**Run 1: sizing map**

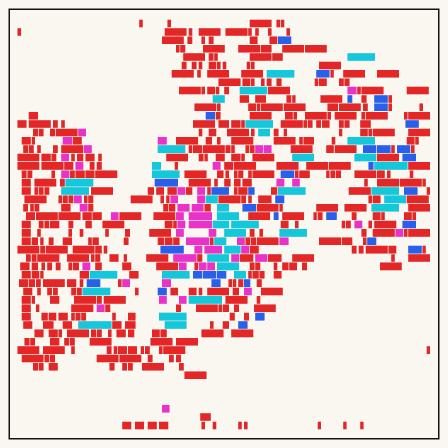
**Run 1: wire density map**

Bar = 50 microns. The die is cut into 28 by 28 equal tiles; dark purple is low, yellow is high, scaled to the fullest tile. Values are wire area over tile area, all layers added.
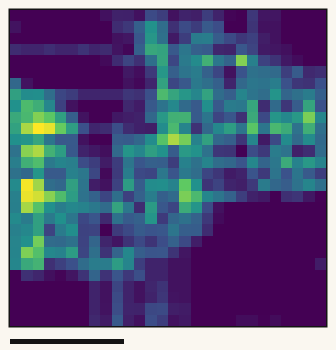
**Run 1: nets reached from selected ports**

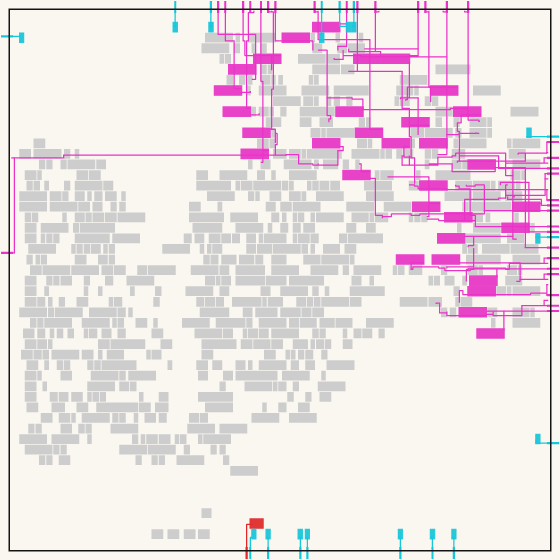
**Run 1: placed cells, one colour a class**

Bar = 50 microns.
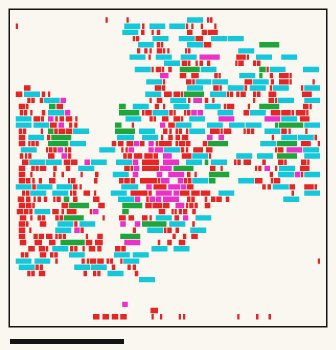
`src/rtl/alu_bist.sv`:
```
// -----------------------------------------------------------------------------
// alu_bist : built-in self-test driver for the ALU.
//
// Drives pseudo-random operand/opcode vectors into a combinational ALU,
// compresses each response (result plus flags) into a 32-bit MISR and, at the
// end of a run, compares the signature against a build-time golden value.
//
// Optional feature macro: ALU_BIST_CHECK_EN
//   defined   : an embedded reference ALU checks every response and
//               first_fail records the index of the first bad vector.
//   undefined : no reference model; first_fail stays 16'hFFFF.
//
// Ports:
//   CLK, RST     clock (rising edge), synchronous active-high reset
//   start        request to begin a run (honoured only when idle)
//   busy         high while vectors are being applied
//   done         one-cycle pulse at the end of a run
//   pass         result of the last completed run
//   signature    current MISR value
//   first_fail   index of the first mismatching vector, 16'hFFFF if none
//   aluOp        opcode driven to the ALU
//   port_a       operand A driven to the ALU
//   port_b       operand B driven to the ALU
//   port_out     ALU result
//   negative, overflow, zero   ALU flags
// -----------------------------------------------------------------------------
package alu_bist_pkg;
  typedef enum logic [3:0] {
    ALU_SLL  = 4'd0,
    ALU_SRL  = 4'd1,
    ALU_ADD  = 4'd2,
    ALU_SUB  = 4'd3,
    ALU_AND  = 4'd4,
    ALU_OR   = 4'd5,
    ALU_XOR  = 4'd6,
    ALU_NOR  = 4'd7,
    ALU_SLT  = 4'd8,
    ALU_SLTU = 4'd9
  } aluop_t;
endpackage

module alu_bist
  import alu_bist_pkg::*;
#(
  parameter int unsigned NUM_VECTORS = 256,
  parameter logic [31:0] SEED        = 32'hACE1_2468,
  parameter logic [31:0] GOLDEN      = 32'h0000_0000
) (
  input  logic        CLK,
  input  logic        RST,
  input  logic        start,
  output logic        busy,
  output logic        done,
  output logic        pass,
  output logic [31:0] signature,
  output logic [15:0] first_fail,
  output aluop_t      aluOp,
  output logic [31:0] port_a,
  output logic [31:0] port_b,
  input  logic [31:0] port_out,
  input  logic        negative,
  input  logic        overflow,
  input  logic        zero
);

  localparam logic [31:0] LFSR_MASK = 32'h8020_0003;
  localparam logic [31:0] MISR_POLY = 32'h04C1_1DB7;
  localparam logic [16:0] NUM_V     = 17'(NUM_VECTORS);
  localparam logic [15:0] NO_FAIL   = 16'hFFFF;

  typedef enum logic [1:0] {ST_IDLE, ST_RUN, ST_DONE} state_t;

  state_t      state, state_next;
  logic [31:0] lfsr;
  logic [15:0] count;
  logic [3:0]  op_idx;
  logic        more;
  logic        ovf_m;
  logic [31:0] sig_next;
  logic [15:0] ff_next;

  function automatic logic [31:0] lfsr_step(input logic [31:0] s);
    return {1'b0, s[31:1]} ^ (s[0] ? LFSR_MASK : 32'h0);
  endfunction

  function automatic logic [31:0] derive_b(input logic [31:0] s);
    return {s[18:0], s[31:19]} ^ 32'h5A5A_5A5A;
  endfunction

  // count holds the number of vectors driven so far, so the vector currently
  // on the ALU inputs has index count-1.
  assign more = ({1'b0, count} < NUM_V);

  // MISR next value; overflow is meaningless for non-arithmetic ops, so it is
  // masked out to keep the signature independent of ALU don't-care behaviour.
  always_comb begin
    ovf_m    = ((aluOp == ALU_ADD) || (aluOp == ALU_SUB)) ? overflow : 1'b0;
    sig_next = {signature[30:0], 1'b0} ^ (signature[31] ? MISR_POLY : 32'h0)
               ^ port_out ^ {29'b0, negative, ovf_m, zero};
  end

`ifdef ALU_BIST_CHECK_EN
  logic [31:0] exp_out;
  logic        exp_ovf;
  logic        chk_ovf;
  logic        mismatch;

  // Reference ALU for the vector currently driven; first_fail only latches
  // the first bad index and is never overwritten afterwards.
  always_comb begin
    exp_out = 32'h0;
    exp_ovf = 1'b0;
    chk_ovf = 1'b0;
    case (aluOp)
      ALU_SLL:  exp_out = port_a << port_b[4:0];
      ALU_SRL:  exp_out = port_a >> port_b[4:0];
      ALU_ADD: begin
        exp_out = port_a + port_b;
        exp_ovf = (port_a[31] == port_b[31]) && (exp_out[31] != port_a[31]);
        chk_ovf = 1'b1;
      end
      ALU_SUB: begin
        exp_out = port_a - port_b;
        exp_ovf = (port_a[31] != port_b[31]) && (exp_out[31] != port_a[31]);
        chk_ovf = 1'b1;
      end
      ALU_AND:  exp_out = port_a & port_b;
      ALU_OR:   exp_out = port_a | port_b;
      ALU_XOR:  exp_out = port_a ^ port_b;
      ALU_NOR:  exp_out = ~(port_a | port_b);
      ALU_SLT:  exp_out = {31'b0, ($signed(port_a) < $signed(port_b))};
      ALU_SLTU: exp_out = {31'b0, (port_a < port_b)};
      default:  exp_out = 32'h0;
    endcase
    mismatch = (port_out != exp_out)
               || (negative != exp_out[31])
               || (zero != (exp_out == 32'h0))
               || (chk_ovf && (overflow != exp_ovf));
    ff_next  = ((first_fail == NO_FAIL) && mismatch) ? (count - 16'd1) : first_fail;
  end
`else
  assign ff_next = first_fail;
`endif

  // State register.
  always_ff @(posedge CLK) begin
    if (RST) state <= ST_IDLE;
    else     state <= state_next;
  end

  // Next-state logic: a run is IDLE -> RUN (NUM_VECTORS cycles) -> DONE -> IDLE.
  always_comb begin
    state_next = state;
    case (state)
      ST_IDLE: if (start) state_next = ST_RUN;
      ST_RUN:  if (!more) state_next = ST_DONE;
      ST_DONE: state_next = ST_IDLE;
      default: state_next = ST_IDLE;
    endcase
  end

  // Vector generation, response compression and result reporting. Every
  // output is registered; a vector driven on one edge is compressed on the
  // next, since the ALU in between is purely combinational.
  always_ff @(posedge CLK) begin
    if (RST) begin
      busy       <= 1'b0;
      done       <= 1'b0;
      pass       <= 1'b0;
      signature  <= 32'h0;
      first_fail <= NO_FAIL;
      aluOp      <= ALU_SLL;
      port_a     <= 32'h0;
      port_b     <= 32'h0;
      lfsr       <= SEED;
      count      <= 16'd0;
      op_idx     <= 4'd0;
    end else begin
      done <= 1'b0;
      case (state)
        ST_IDLE: begin
          if (start) begin
            busy       <= 1'b1;
            pass       <= 1'b0;
            signature  <= 32'h0;
            first_fail <= NO_FAIL;
            aluOp      <= ALU_SLL;
            port_a     <= SEED;
            port_b     <= derive_b(SEED);
            lfsr       <= lfsr_step(SEED);
            count      <= 16'd1;
            op_idx     <= 4'd1;
          end
        end
        ST_RUN: begin
          signature  <= sig_next;
          first_fail <= ff_next;
          if (more) begin
            aluOp  <= aluop_t'(op_idx);
            port_a <= lfsr;
            port_b <= derive_b(lfsr);
            lfsr   <= lfsr_step(lfsr);
            count  <= count + 16'd1;
            op_idx <= (op_idx == 4'd9) ? 4'd0 : (op_idx + 4'd1);
          end else begin
            busy <= 1'b0;
            done <= 1'b1;
            pass <= (sig_next == GOLDEN) && (ff_next == NO_FAIL);
          end
        end
        default: ;
      endcase
    end
  end

endmodule

```
`config.mk`:
```
export PLATFORM = sky130hd
export DESIGN_NAME = alu_bist
export DESIGN_NICKNAME = d
export VERILOG_FILES = /design/src/rtl/alu_bist.sv
export SDC_FILE = /design/constraint.sdc
export NUM_CORES = 1
export LEC_CHECK = 0
export CAP_MARGIN = 5
export CORE_MARGIN = 2
export CORE_UTILIZATION = 30
export CTS_BUF_LIST = sky130_fd_sc_hd__clkbuf_4 sky130_fd_sc_hd__clkbuf_8 sky130_fd_sc_hd__clkbuf_16
export CTS_CLUSTER_DIAMETER = 30
export DETAILED_ROUTE_END_ITERATION = 8
export DONT_BUFFER_PORTS = 1
export GPL_ROUTABILITY_DRIVEN = 0
export SLEW_MARGIN = 15
export SYNTH_ARGS = -nofsm -noshare
export SYNTH_HDL_FRONTEND = slang
export SYNTH_SLANG_ARGS = --single-unit
```
`constraint.sdc`:
```
create_clock -name CLK -period 1.9 [get_ports CLK]
set_clock_uncertainty 0.1 [all_clocks]
set_input_delay 0.19 -clock CLK [delete_from_list [all_inputs] [get_ports CLK]]
set_output_delay 0.19 -clock CLK [all_outputs]
set_load 0.005 [all_outputs]
```
==> flow_summary_export.csv, run 1 <==
group,metric,value,unit
placement,dpl-instance-area,5665,sq um
synth,synth_top_flop_cell,"dfxtp_1",
floorplan,dieArea,19330,sq um
synth,synthTopCellsByArea,"dfxtp_1, buf_4, nor2_1",
critical_path,worstSetupEndpoint,"count[3]",
critical_path,crit_chain,"or4_4 > o31ai_4 > buf_4 > nand2b_1 > buf_4 > xor2_1 > nor2_1",
status,violations,"negative hold slack, negative setup slack",
routing,route.met3.wl,1303,microns
critical_path,max_stage_delay,0.55,ns
cts,cts_tree,"yes",
cts,clk_latency,0.41,ns
grt,grt_max_degree,112,
final_layout,drive_gt1_frac,0.1955,
status,status,"complete, but fails checks",
routing,drtAntennaViolNets,0,
critical_path,cp.depth,7,
routing,first_iter_violations,179,
min_path,hp-class,"in -> reg",
synth,async_flop_share,0,
timing,fmax,0.5105,GHz
timing,min_period,1.959,ns
timing,tns,-0.4248,ns
critical_path,critical_path_required,2.10,ns
timing,finalHoldViolCount,110,
final_layout,nNetsFinal,653,
timing,finalSetupViolations,20,
grt,grt-busiest-layer,"met2",
final_layout,logic_area,2587,sq um
routing,routed_via_density,4.936,
final_layout,regMostFlops,"signature",
final_layout,top_regs,"signature: 32 flops, port_a: 31 flops",
cts,cts_setup_buffers,3,
placement,dpl.cell_count,811,
final_layout,largest_reg_flops,32,
min_path,hp-start,"RST",
cts,cts_resized,4,
critical_path,slowest_stage,"or4_4",
synth,yosys.stat.seqShare,0.4537,
critical_path,timing.rr.start,"count[11]",
job,drv_cap,0,
grt,use_met1,0.1738,
power,power.leakage,0.002471,uW
critical_path,path_class,"reg -> reg",
critical_path,end_kind,"flop",
placement,place_ws,-0.03265,ns
cts,cts_buffers,17,
final_layout,diodes,0,
final_layout,final_cells,853,
synth,edf_count,0,
cts,cts.sinks,124,
final_layout,buffer_area_frac,0.08385,
final_layout,nClkBuffers,17,
timing,worst_slack,-0.05880,ns
cts,htreeDepth,4,
final_layout,ff_count,124,
final_layout,register_area,2485,sq um
timing,hold-worst-slack,-0.2604,ns
routing,post_drt_wl_per_cell,16.48,microns
critical_path,path_common_cell,"buf_4",
critical_path,r2r_cells,7,
timing,rsz0062_at_grt,"yes",
timing,slew_violations,0,
final_layout,fill_cells,1834,
grt,grt_pass1_wl,22000,microns
## Picture notes: 'sizing map'
Key: red = x1 and smaller [cells 502, most used dfxtp_1]; magenta = x3 and x4 [cells 50, most used buf_4]; blue = x2 [cells 34, most used a211oi_2]; cyan = x6 and larger [cells 38, most used clkbuf_16]
PnR worst setup slack: -0.05880 ns
area grow syn2layout: 18.91%

## Picture notes: 'wire density map'
12% of the tiles are over half the peak. The emptiest ninth of the die: bottom right. 30% of the tiles are nearly empty.
Total Routed Length: 14060 microns
routed vias: 4210

## Picture notes: 'nets reached from selected ports'
Key: magenta = port_a [bits 32, direction output, edge 16 right, 15 top, 1 left, end cells 32, buffers 0, wire 1450 microns]; cyan = first_fail [bits 16, direction output, edge 7 bottom, 5 top, 3 right, 1 left, end cells 16, buffers 0, wire 63.8 microns]; red = overflow [bits 1, direction input, edge bottom, end cells 1, buffers 0, wire 7.70 microns]
# IOs: 157
Port Buffers: 0

## Picture notes: 'placed cells, one colour a class'
Key: cyan = sequential cells [cells 124]; red = remaining logic cells [cells 417]; green = clock drivers and dummy loads [cells 31]; magenta = remaining buffers and delay cells [cells 52]
post-layout util: 0.3634
post-route cell area: 6506 sq um
Std-Cell Rows: 49
sequential cell area share: 0.3819
Core ar.: 17900 sq um

==> run 1: where the power goes <==
part / switching, uW / internal (uW) / leakage, uW
clock: 1210 / 2060 / 0.000289
sequential: 179 / 2760 / 0.00102
combinational: 439 / 371 / 0.00116
total: 1830 / 5190 / 0.00247
==> run 1: logic make-up (layout without fill, tap and decap cells) <==
family | count (synthesis) | after routing | share of synthesized area
AND-OR/OR-AND | 107 | 107 | 0.1397
buffers and inverters | 96 | 84 | 0.1077
other | 1 | 16 | 0.0006854
adder cells (fa/ha/maj) | 3 | 3 | 0.006861
XOR/XNOR | 57 | 57 | 0.09124
AND/OR/NAND/NOR | 233 | 233 | 0.2001
flip-flops | 124 | 124 | 0.4537
**Run 1: congestion heat map**

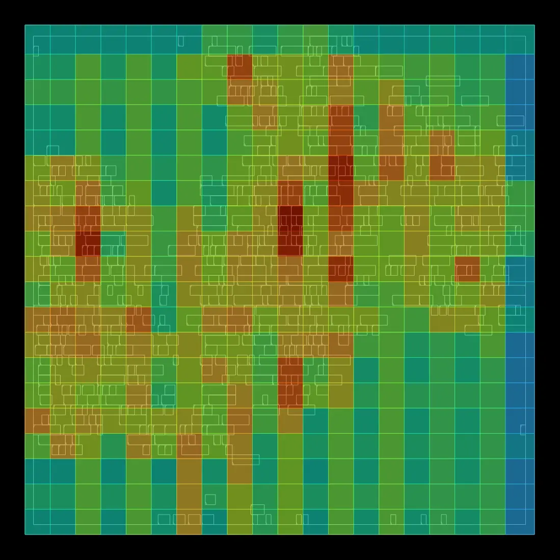

## Run 2: what changed since run 1
Settings changed: CORE_ASPECT_RATIO set to 1.4, CORE_UTILIZATION 30 to 35.
**Run 2: congestion heat map**

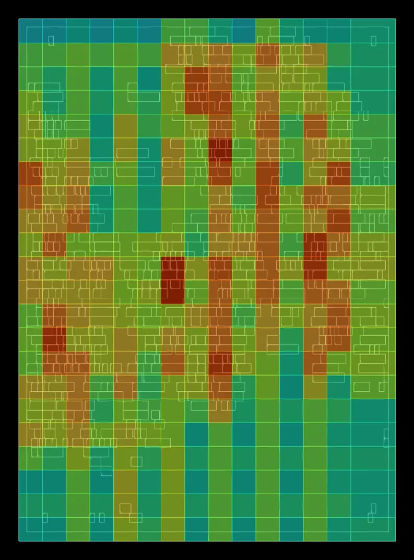
post-layout util: 0.4192
M1 GR Usage: 0.1829
Total Routing Usage GR: 0.1656
met2 Use GR: 0.2810
met3 GRT Util: 0.06392

==> flow_summary_export.csv, run 2 <==
group,metric,value,unit
floorplan,fp-row-count,54,
final_layout,top_regs,"signature: 32 flops, port_a: 31 flops",
job,drv_cap,0,
grt,grt_pass1_wl,21430,microns
final_layout,area_delta_synth_final,18.55,%
power,clkPwrFrac,0.458,
synth,synth_top_flop_cell,"dfxtp_1",
synth,synth-compound-area-share,0.1397,
routing,wirelength,14150,microns
final_layout,nNetsFinal,652,
timing,tns,-0.5037,ns
final_layout,drive_gt1_frac,0.2099,
floorplan,io_pins,157,
grt,grt-busiest-layer,"met2",
timing,min_period,1.962,ns
grt,grt_max_degree,112,
placement,place_ws,-0.08132,ns
final_layout,final_cells,820,
critical_path,worstSetupEndpoint,"count[3]",
synth,adder_share,0.006860,
cts,clk_latency,0.41,ns
power,switching_share,0.2544,
synth,yosys.stat.seqShare,0.4537,
synth,ys_sh_simple,0.2001,
critical_path,max_stage_delay,0.54,ns
synth,edf_count,0,
critical_path,cp.depth,7,
floorplan,dieArea,16660,sq um
timing,finalHoldViolCount,109,
synth,ys_sh_mux,0,
cts,cts_buffers,17,
power,seq_power_share,0.422,
timing,worst_slack,-0.06216,ns
status,violations,"negative hold slack, negative setup slack",
critical_path,slowest_stage,"or4_4",
critical_path,timing.rr.start,"count[15]",
power,p_comb_frac,0.120,
synth,xor_share,0.09124,
status,status,"complete, but fails checks",
cts,cts_tree,"yes",
final_layout,postLayoutCellArea,6486,sq um
synth,synthTopCellsByArea,"dfxtp_1, buf_4, nor2_1",
routing,routed_via_density,5.326,
timing,finalSetupViolations,30,
power,comb_cell_power,834,uW
cts,htreeDepth,4,
routing,post_drt_wl_per_cell,17.25,microns
critical_path,crit_chain,"or4_4 > o31ai_4 > buf_4 > nand2b_4 > buf_4 > xor2_2 > nor2_1",
final_layout,regMostFlops,"signature",
placement,dpl-instance-area,5474,sq um
timing,fmax,0.5096,GHz
routing,via_count,4367,
timing,rsz0062_at_grt,"yes",
routing,route.met3.wl,1144,microns
critical_path,critical_path_required,2.15,ns
routing,first_iter_violations,184,
power,p_switching,1773,uW
min_path,hp-class,"in -> reg",
power,top_power_group,"clock",
final_layout,diodes,0,
synth,logic_family,"simple AND/OR/NAND/NOR gates",
placement,dpl.cell_count,768,
critical_path,critPathLaunch,"count[15]",
timing,hold-worst-slack,-0.2575,ns
critical_path,path_class,"reg -> reg",
cts,cts.sinks,124,
final_layout,largest_reg_flops,32,
power,powerSeq,2940,uW
==> run 2: cell count changes in the layout (fill, tap and decap cells not counted), moves of 3 or more <==
cell / change
nor2_1: -5
nor2_2: +5
buf_4: -5
buf_6: +6
buf_12: -6
clkinv_4: -5
clkbuf_8: +3
==> run 2: repair_timing <==
action / CTS / global route
setup buffers: 2 / 10
pin swaps: 1 / 20
gates cloned: 1 / 6
gates resized: 8 / 42
endpoints found under the hold margin: 116 / 112
setup endpoints to repair: 32 / 69
==> run 2: area by class of cell <==
class / count / area [sq um] / area share
multi-input combinational: 416 / 2613 / 0.4028
sequential: 124 / 2486 / 0.3833
timing repair buffer: 51 / 543.0 / 0.08372
clock buffer: 22 / 481.7 / 0.07427
tap: 196 / 245.2 / 0.03781
clock inverter: 10 / 113.9 / 0.01755
inverter: 1 / 3.754 / 0.0005787
No activity file was given, so power comes from the tool's default toggle rates.
